[src/rtl/huff_pkg.sv]
// Shared definitions for the Huffman sorter sequencer and the code-length controller.
package huff_pkg;

    localparam int NSYM = 20;
    localparam int W    = 8;
    localparam int AW   = 5;

    // Also used by the code-length controller for debug muxing.
    typedef enum logic [2:0] {
        S_IDLE,
        S_CLEAR,
        S_LOAD,
        S_SORT,
        S_DRAIN,
        S_DONE
    } huff_state_t;

    function automatic logic [AW-1:0] clamp_n(input logic [AW-1:0] n);
        return (n > AW'(NSYM)) ? AW'(NSYM) : n;
    endfunction

endpackage

[src/rtl/sort_seq_ctrl.sv]
// Sequencer that loads the symbol sorter from the frequency table, waits out the sort,
// captures the sorted stream and flags count/order errors for the canonical-code stage.
module sort_seq_ctrl
    import huff_pkg::*;
#(
    parameter int SORT_CYC  = 64,
    parameter int DRAIN_CYC = 24
) (
    input  logic          clk,
    input  logic          reset,
    input  logic          start,
    input  logic [AW-1:0] n_syms,
    output logic          busy,
    output logic          done,
    output logic          err_count,
    output logic          err_order,
    output logic          tbl_rd,
    output logic [AW-1:0] tbl_addr,
    input  logic [W-1:0]  tbl_syml,
    input  logic [W-1:0]  tbl_freq,
    output logic          sort_rst_n,
    output logic          syml_pulse,
    output logic [W-1:0]  syml,
    output logic [W-1:0]  freq,
    output logic          fdone,
    input  logic          sort_enb,
    input  logic [W-1:0]  sort_freq,
    input  logic [W-1:0]  sort_syml,
    output logic          out_valid,
    output logic [W-1:0]  out_syml,
    output logic [W-1:0]  out_freq,
    output logic [AW-1:0] out_idx
);

    localparam int PH_MAX = (SORT_CYC > DRAIN_CYC) ? SORT_CYC : DRAIN_CYC;
    localparam int PW     = $clog2(PH_MAX + 1);
    localparam logic [PW-1:0] SORT_LAST  = PW'(SORT_CYC - 1);
    localparam logic [PW-1:0] DRAIN_LAST = PW'(DRAIN_CYC - 1);
    localparam logic [PW-1:0] CLEAR_LAST = PW'(1);

    huff_state_t   state;
    logic [AW-1:0] n_lat;
    logic [AW-1:0] ld_cnt;
    logic [AW-1:0] nz_cnt;
    logic [AW-1:0] rx_cnt;
    logic [PW-1:0] ph_cnt;
    logic          rd_d1;
    logic [W-1:0]  prev_freq;

    logic          accept;
    logic [AW-1:0] rx_next;

    // rx_next folds in an entry accepted on the final drain cycle so the count check sees it.
    always_comb begin
        accept  = (state == S_DRAIN) && sort_enb;
        rx_next = rx_cnt;
        if (accept && (rx_cnt != AW'(NSYM)))
            rx_next = rx_cnt + AW'(1);
    end

    // NOTE: every register here is updated with <= so all state advances from the same
    // pre-edge values; blocking assignments would make the result depend on statement order.
    always_ff @(posedge clk or negedge reset) begin
        if (!reset) begin
            state      <= S_IDLE;
            n_lat      <= '0;
            ld_cnt     <= '0;
            nz_cnt     <= '0;
            rx_cnt     <= '0;
            ph_cnt     <= '0;
            rd_d1      <= 1'b0;
            prev_freq  <= '0;
            busy       <= 1'b0;
            done       <= 1'b0;
            err_count  <= 1'b0;
            err_order  <= 1'b0;
            tbl_rd     <= 1'b0;
            tbl_addr   <= '0;
            sort_rst_n <= 1'b0;
            syml_pulse <= 1'b0;
            syml       <= '0;
            freq       <= '0;
            fdone      <= 1'b0;
            out_valid  <= 1'b0;
            out_syml   <= '0;
            out_freq   <= '0;
            out_idx    <= '0;
        end else begin
            done       <= 1'b0;
            syml_pulse <= 1'b0;
            out_valid  <= 1'b0;

            case (state)
                S_IDLE: begin
                    sort_rst_n <= 1'b1;
                    if (start) begin
                        n_lat      <= clamp_n(n_syms);
                        ld_cnt     <= '0;
                        nz_cnt     <= '0;
                        rx_cnt     <= '0;
                        ph_cnt     <= '0;
                        err_count  <= 1'b0;
                        err_order  <= 1'b0;
                        busy       <= 1'b1;
                        sort_rst_n <= 1'b0;
                        state      <= S_CLEAR;
                    end
                end

                S_CLEAR: begin
                    ph_cnt <= ph_cnt + PW'(1);
                    if (ph_cnt == CLEAR_LAST) begin
                        ph_cnt     <= '0;
                        sort_rst_n <= 1'b1;
                        if (n_lat == '0) begin
                            done  <= 1'b1;
                            state <= S_DONE;
                        end else begin
                            tbl_rd   <= 1'b1;
                            tbl_addr <= '0;
                            state    <= S_LOAD;
                        end
                    end
                end

                S_LOAD: begin
                    rd_d1 <= tbl_rd;
                    if (tbl_rd) begin
                        if (tbl_addr == n_lat - AW'(1)) begin
                            tbl_rd   <= 1'b0;
                            tbl_addr <= '0;
                        end else begin
                            tbl_addr <= tbl_addr + AW'(1);
                        end
                    end
                    // Table data is valid the cycle after its read strobe.
                    if (rd_d1) begin
                        syml_pulse <= 1'b1;
                        syml       <= tbl_syml;
                        freq       <= tbl_freq;
                        ld_cnt     <= ld_cnt + AW'(1);
                        if ((tbl_freq != '0) && (nz_cnt != AW'(NSYM)))
                            nz_cnt <= nz_cnt + AW'(1);
                    end
                    if (syml_pulse && (ld_cnt == n_lat)) begin
                        fdone  <= 1'b1;
                        ph_cnt <= '0;
                        state  <= S_SORT;
                    end
                end

                S_SORT: begin
                    ph_cnt <= ph_cnt + PW'(1);
                    if (ph_cnt == SORT_LAST) begin
                        ph_cnt <= '0;
                        state  <= S_DRAIN;
                    end
                end

                S_DRAIN: begin
                    ph_cnt <= ph_cnt + PW'(1);
                    if (accept) begin
                        out_valid <= 1'b1;
                        out_syml  <= sort_syml;
                        out_freq  <= sort_freq;
                        out_idx   <= rx_cnt;
                        rx_cnt    <= rx_next;
                        prev_freq <= sort_freq;
                        if ((rx_cnt != '0) && (sort_freq < prev_freq))
                            err_order <= 1'b1;
                    end
                    if (ph_cnt == DRAIN_LAST) begin
                        ph_cnt    <= '0;
                        fdone     <= 1'b0;
                        done      <= 1'b1;
                        err_count <= err_count | (rx_next != nz_cnt);
                        state     <= S_DONE;
                    end
                end

                S_DONE: begin
                    busy  <= 1'b0;
                    state <= S_IDLE;
                end

                default: state <= S_IDLE;
            endcase
        end
    end

endmodule

[config.mk]
export PLATFORM = sky130hd
export DESIGN_NAME = sort_seq_ctrl
export DESIGN_NICKNAME = d
export VERILOG_FILES = /design/src/rtl/huff_pkg.sv /design/src/rtl/sort_seq_ctrl.sv
export SDC_FILE = /design/constraint.sdc
export NUM_CORES = 1
export LEC_CHECK = 0
export ABC_AREA = 0
export CAP_MARGIN = 10
export CELL_PAD_IN_SITES_DETAIL_PLACEMENT = 1
export CELL_PAD_IN_SITES_GLOBAL_PLACEMENT = 1
export CORE_AREA = 2 2 100 121
export CTS_CLUSTER_SIZE = 8
export DETAILED_ROUTE_END_ITERATION = 10
export DIE_AREA = 0 0 102 123
export HOLD_SLACK_MARGIN = 0.06
export PLACE_DENSITY = 0.82
export SYNTH_ARGS = -nofsm -noshare
export SYNTH_HDL_FRONTEND = slang
export SYNTH_SLANG_ARGS = --single-unit
[constraint.sdc]
create_clock -name clk -period 2.6 [get_ports clk]
set_input_delay 0.52 -clock clk [delete_from_list [all_inputs] [get_ports clk]]
set_output_delay 0.52 -clock clk [all_outputs]
set_load 0.005 [all_outputs]
### Clock routing, run 1

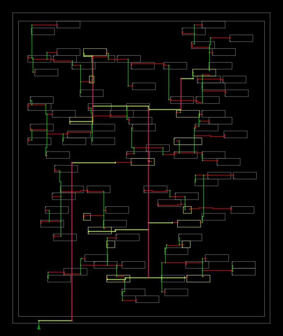
clock buf count: 9
Clock group: 1.27 mW
Flop Count: 82
Num CTS Buffers: 9

### Ports around the boundary, run 1

Pins as bars across the die edge, other pins in gray.
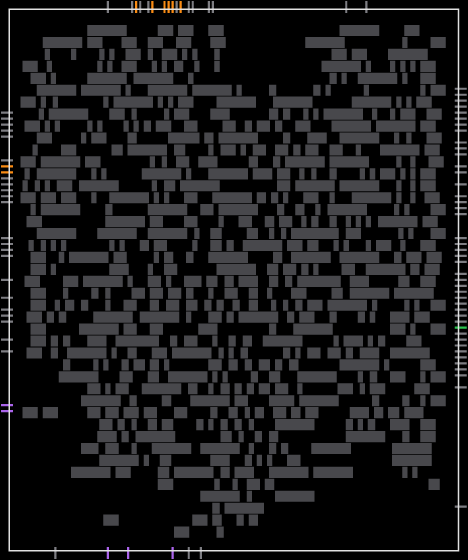
| color | port | pins | direction | edge |
|---|---|---|---|---|
| green | busy | 1 | output | right |
| purple | tbl_addr | 5 | output | 3 bottom, 2 left |
| orange | tbl_freq | 8 | input | 6 top, 2 left |
all pins by edge: 43 right, 26 left, 17 top, 6 bottom
Die Y: 123 um
IO buf count: 91

==> flow_metrics.py, run 1 <==
# Synthesis and PnR figures
metrics = {
    "synthesis": {
        "synth_seq_share_pct": 48.2,
        "xor_share_pct": 4.53,
        "synth_top_cell_by_count": "nand2_1",
        "ys_ff": 82,
        "synth_area_leader_cell": "dfrtp_1",
        "async_reset_ff_share_pct": 100,
        "syn_inst": 465,
        "synth_warnings": 0,
        "adder_share_pct": 4.70,
        "ys_cells": 465,
        "syn-num-nets": 522,
        "yosys-mux-area-fraction_pct": 0.500,
        "area_leaders": "dfrtp_1 48%, nand2_1 11%, ha_1 4.7%, o21ai_0 3.1%, xnor2_1 2.7%",
        "netlist_area_um2": 4260,
        "syn_avg_cell_area_um2": 9.16,
        "synth.top_cell.area_share_pct": 48.2,
        "flop_cell": "dfrtp_1",
    },
    "sta": {
        "timing.setup.tns_ps": 0,
        "maxSlewHeadroom_pct": 50.6,
        "fin_skew_ps": 6.13,
        "final.hold.worst_slack_ps": 230,
        "fin_crit_sh_pct": 86.4,
        "layout_setup_ws_ps": 353,
        "period_minus_slack_ps": 2250,
    },
    "run_status": {
        "status": "completed",
    },
    "power": {
        "sw_frac_of_total_pct": 37.1,
        "combinationalPowerShare_pct": 41.0,
        "power_frac_clock_pct": 21.4,
        "p_total_mw": 5.93,
        "switching_power_mw": 2.20,
        "p_comb_mw": 2.43,
        "p_seq_mw": 2.23,
        "ir_drop_uv": 502,
        "cellPowerDensity_nw_per_um2": 1050,
        "p_leak_nw": 2.52,
    },
    "setup_path": {
        "required_ps": 2820,
        "rrSetupSlack_ps": 350,
        "r2r_cells": 7,
        "worstPathArrival_ps": 2470,
        "critPathMaxStageDelay_ps": 500,
        "cp-startpoint": "n_lat[0]",
        "end_kind": "flop",
        "r2r_end": "tbl_addr[3]",
    },
    "clock_tree": {
        "path_clk_slew_ps": 60,
        "clock_sinks": 82,
        "h-tree-depth": 3,
        "cts_root_buf": "clkbuf_16",
        "clk_path_buf_depth": 2,
        "insertion_delay_ps": 350,
    },
    "finish": {
        "fin_util_pct": 49.3,
        "comb_area_um2": 2050,
        "fin_nets": 611,
        "final_area_um2": 5620,
        "nFillCells": 1327,
        "logic_gates": 344,
        "layout.cells.non_filler": 715,
        "layout_top_cell": "nand2_1",
        "n_antenna_cell": 0,
    },
    "worst_hold_path": {
        "hp-class": "in -> async",
    },
    "global_routing": {
        "grt_pass1_wl_um": 19100,
        "grt.busiest_layer": "met2",
    },
    "floorplan": {
        "coreArea_um2": 11400,
        "dieWidth_um": 102,
        "initCoreUtil_pct": 37.3,
        "top_level_ports": 92,
        "fp.dieArea_um2": 12500,
    },
    "placed_design": {
        "hpwlAfterDp_um": 8330,
        "place_ws_ps": 270,
    },
    "route": {
        "routed.top_layer": "met4",
        "wl_met1_um": 4890,
        "drt-initial-drc-count": 131,
    },
}
### Routed metal, one color a layer, run 1

Only two layers are drawn.
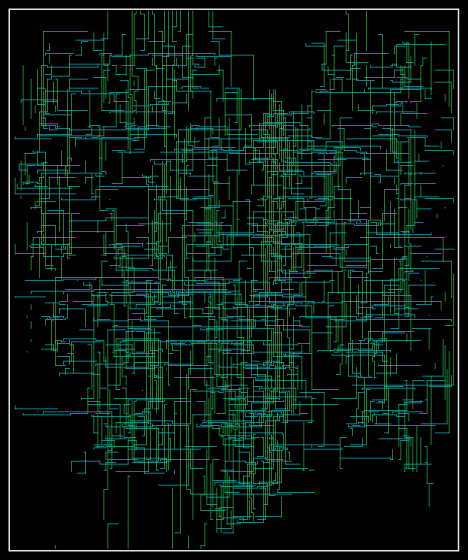
| color | layer | wire length |
|---|---|---|
| green | M2 | 5700 um |
| cyan | M1 | 4890 um |
vias post-DR: 3730
GRT Util Overall: 19.3%
Routed WL: 11300 um
wire per inst: 15.9 um

### Gate-type map, run 1

Bar = 20 um.
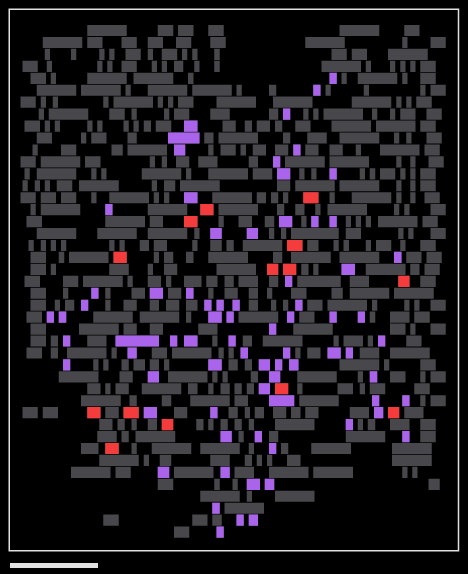
| color | family | cells |
|---|---|---|
| purple | aoi and oai cells | 75 |
| red | non-inverting ao/oa cells | 14 |

==> run 2: changes to the inputs <==
- CTS_CLUSTER_DIAMETER: default -> 60
### Gate-type map, run 2

Bar = 20 um.
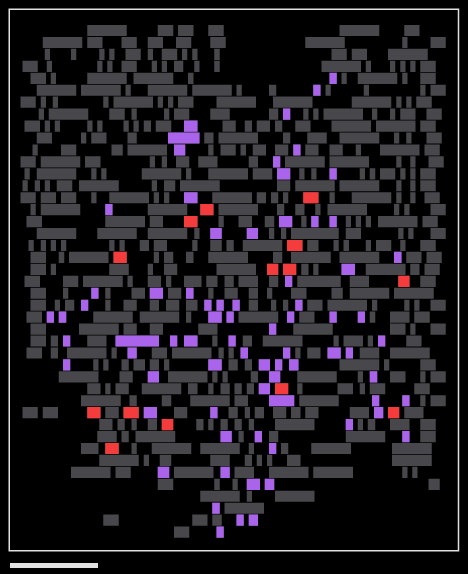
| color | family | cells |
|---|---|---|
| red | non-inverting ao/oa cells | 14 |
| purple | aoi and oai cells | 75 |
Commonest Layout Cell: nand2_1
fin cells: 715
logic share of the area: 36.4%

### Clock routing, run 2

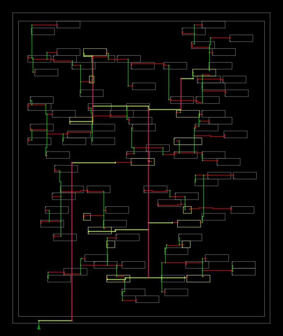
clk ins delay skew pair: 350 ps
clock sink total: 82
Clock Skew: 6.13 ps

==> run 2 against run 1 <==
  * Design area is the same
  * Die area is the same
  * Critical path depth is the same
  * Power is the same
  * Critical path type unchanged
==> flow_metrics.py, run 2 <==
# Synthesis and PnR figures
metrics = {
    "power": {
        "pwr.group.clock_mw": 1.27,
        "sw_frac_of_total_pct": 37.1,
        "combinationalPowerShare_pct": 41.0,
        "p_seq_mw": 2.23,
        "p_leak_nw": 2.52,
        "cellPowerDensity_nw_per_um2": 1050,
        "switching_power_mw": 2.20,
        "p_comb_mw": 2.43,
        "power_frac_clock_pct": 21.4,
        "ir_drop_uv": 502,
        "p_total_mw": 5.93,
    },
    "synthesis": {
        "synth_seq_share_pct": 48.2,
        "adder_share_pct": 4.70,
        "yosys-mux-area-fraction_pct": 0.500,
        "area_leaders": "dfrtp_1 48%, nand2_1 11%, ha_1 4.7%, o21ai_0 3.1%, xnor2_1 2.7%",
        "syn-num-nets": 522,
        "syn_avg_cell_area_um2": 9.16,
        "synth_warnings": 0,
        "top_logic_kind": "simple AND/OR/NAND/NOR gates",
        "ys_ff": 82,
        "flop_cell": "dfrtp_1",
        "xor_share_pct": 4.53,
        "synth_area_leader_cell": "dfrtp_1",
        "synth.top_cell.area_share_pct": 48.2,
        "synth_top_cell_by_count": "nand2_1",
        "ys_cells": 465,
        "netlist_area_um2": 4260,
    },
    "placed_design": {
        "gp_congestion": 0.798,
        "place_ws_ps": 270,
        "io_buffers": 91,
        "hpwlAfterDp_um": 8330,
    },
    "route": {
        "routed.top_layer": "met4",
        "via_count": 3730,
        "wl_met1_um": 4890,
        "drt-initial-drc-count": 131,
        "post_drt_wl_per_cell_um": 15.9,
        "wl_um": 11300,
        "ant_nets": 0,
    },
    "setup_path": {
        "worstPathArrival_ps": 2470,
        "rrSetupSlack_ps": 350,
        "required_ps": 2820,
        "cp-startpoint": "n_lat[0]",
        "critPathMaxStageDelay_ps": 500,
        "r2r_end": "tbl_addr[3]",
        "r2r_cells": 7,
        "end_kind": "flop",
    },
    "sta": {
        "finalMaxSlewViolations": 0,
        "fin_crit_sh_pct": 86.4,
        "maxSlewHeadroom_pct": 50.6,
        "period_minus_slack_ps": 2250,
        "worst_pin_slew_ps": 741,
        "timing.setup.tns_ps": 0,
        "fmax_ghz": 0.445,
        "final.hold.worst_slack_ps": 230,
        "layout_setup_ws_ps": 353,
    },
    "run_status": {
        "status": "completed",
    },
    "finish": {
        "flops": 82,
        "logic_gates": 344,
        "final_area_um2": 5620,
        "n_antenna_cell": 0,
        "fin_nets": 611,
        "nFillCells": 1327,
        "clkbuf_count": 9,
        "comb_area_um2": 2050,
        "fin_util_pct": 49.3,
    },
    "worst_hold_path": {
        "hp-class": "in -> async",
    },
    "floorplan": {
        "top_level_ports": 92,
        "dieWidth_um": 102,
        "coreArea_um2": 11400,
        "initCoreUtil_pct": 37.3,
        "fp.dieArea_um2": 12500,
        "fp.dieH_um": 123,
    },
    "clock_tree": {
        "clk_path_buf_depth": 2,
        "cts_made_buffers": 9,
        "path_clk_slew_ps": 60,
        "cts_root_buf": "clkbuf_16",
        "h-tree-depth": 3,
    },
    "global_routing": {
        "grt_pass1_wl_um": 19100,
        "grt_usage_pct": 19.3,
        "use_met2_pct": 33.3,
        "grt.busiest_layer": "met2",
    },
}
Power and IR drop assume default switching activity.
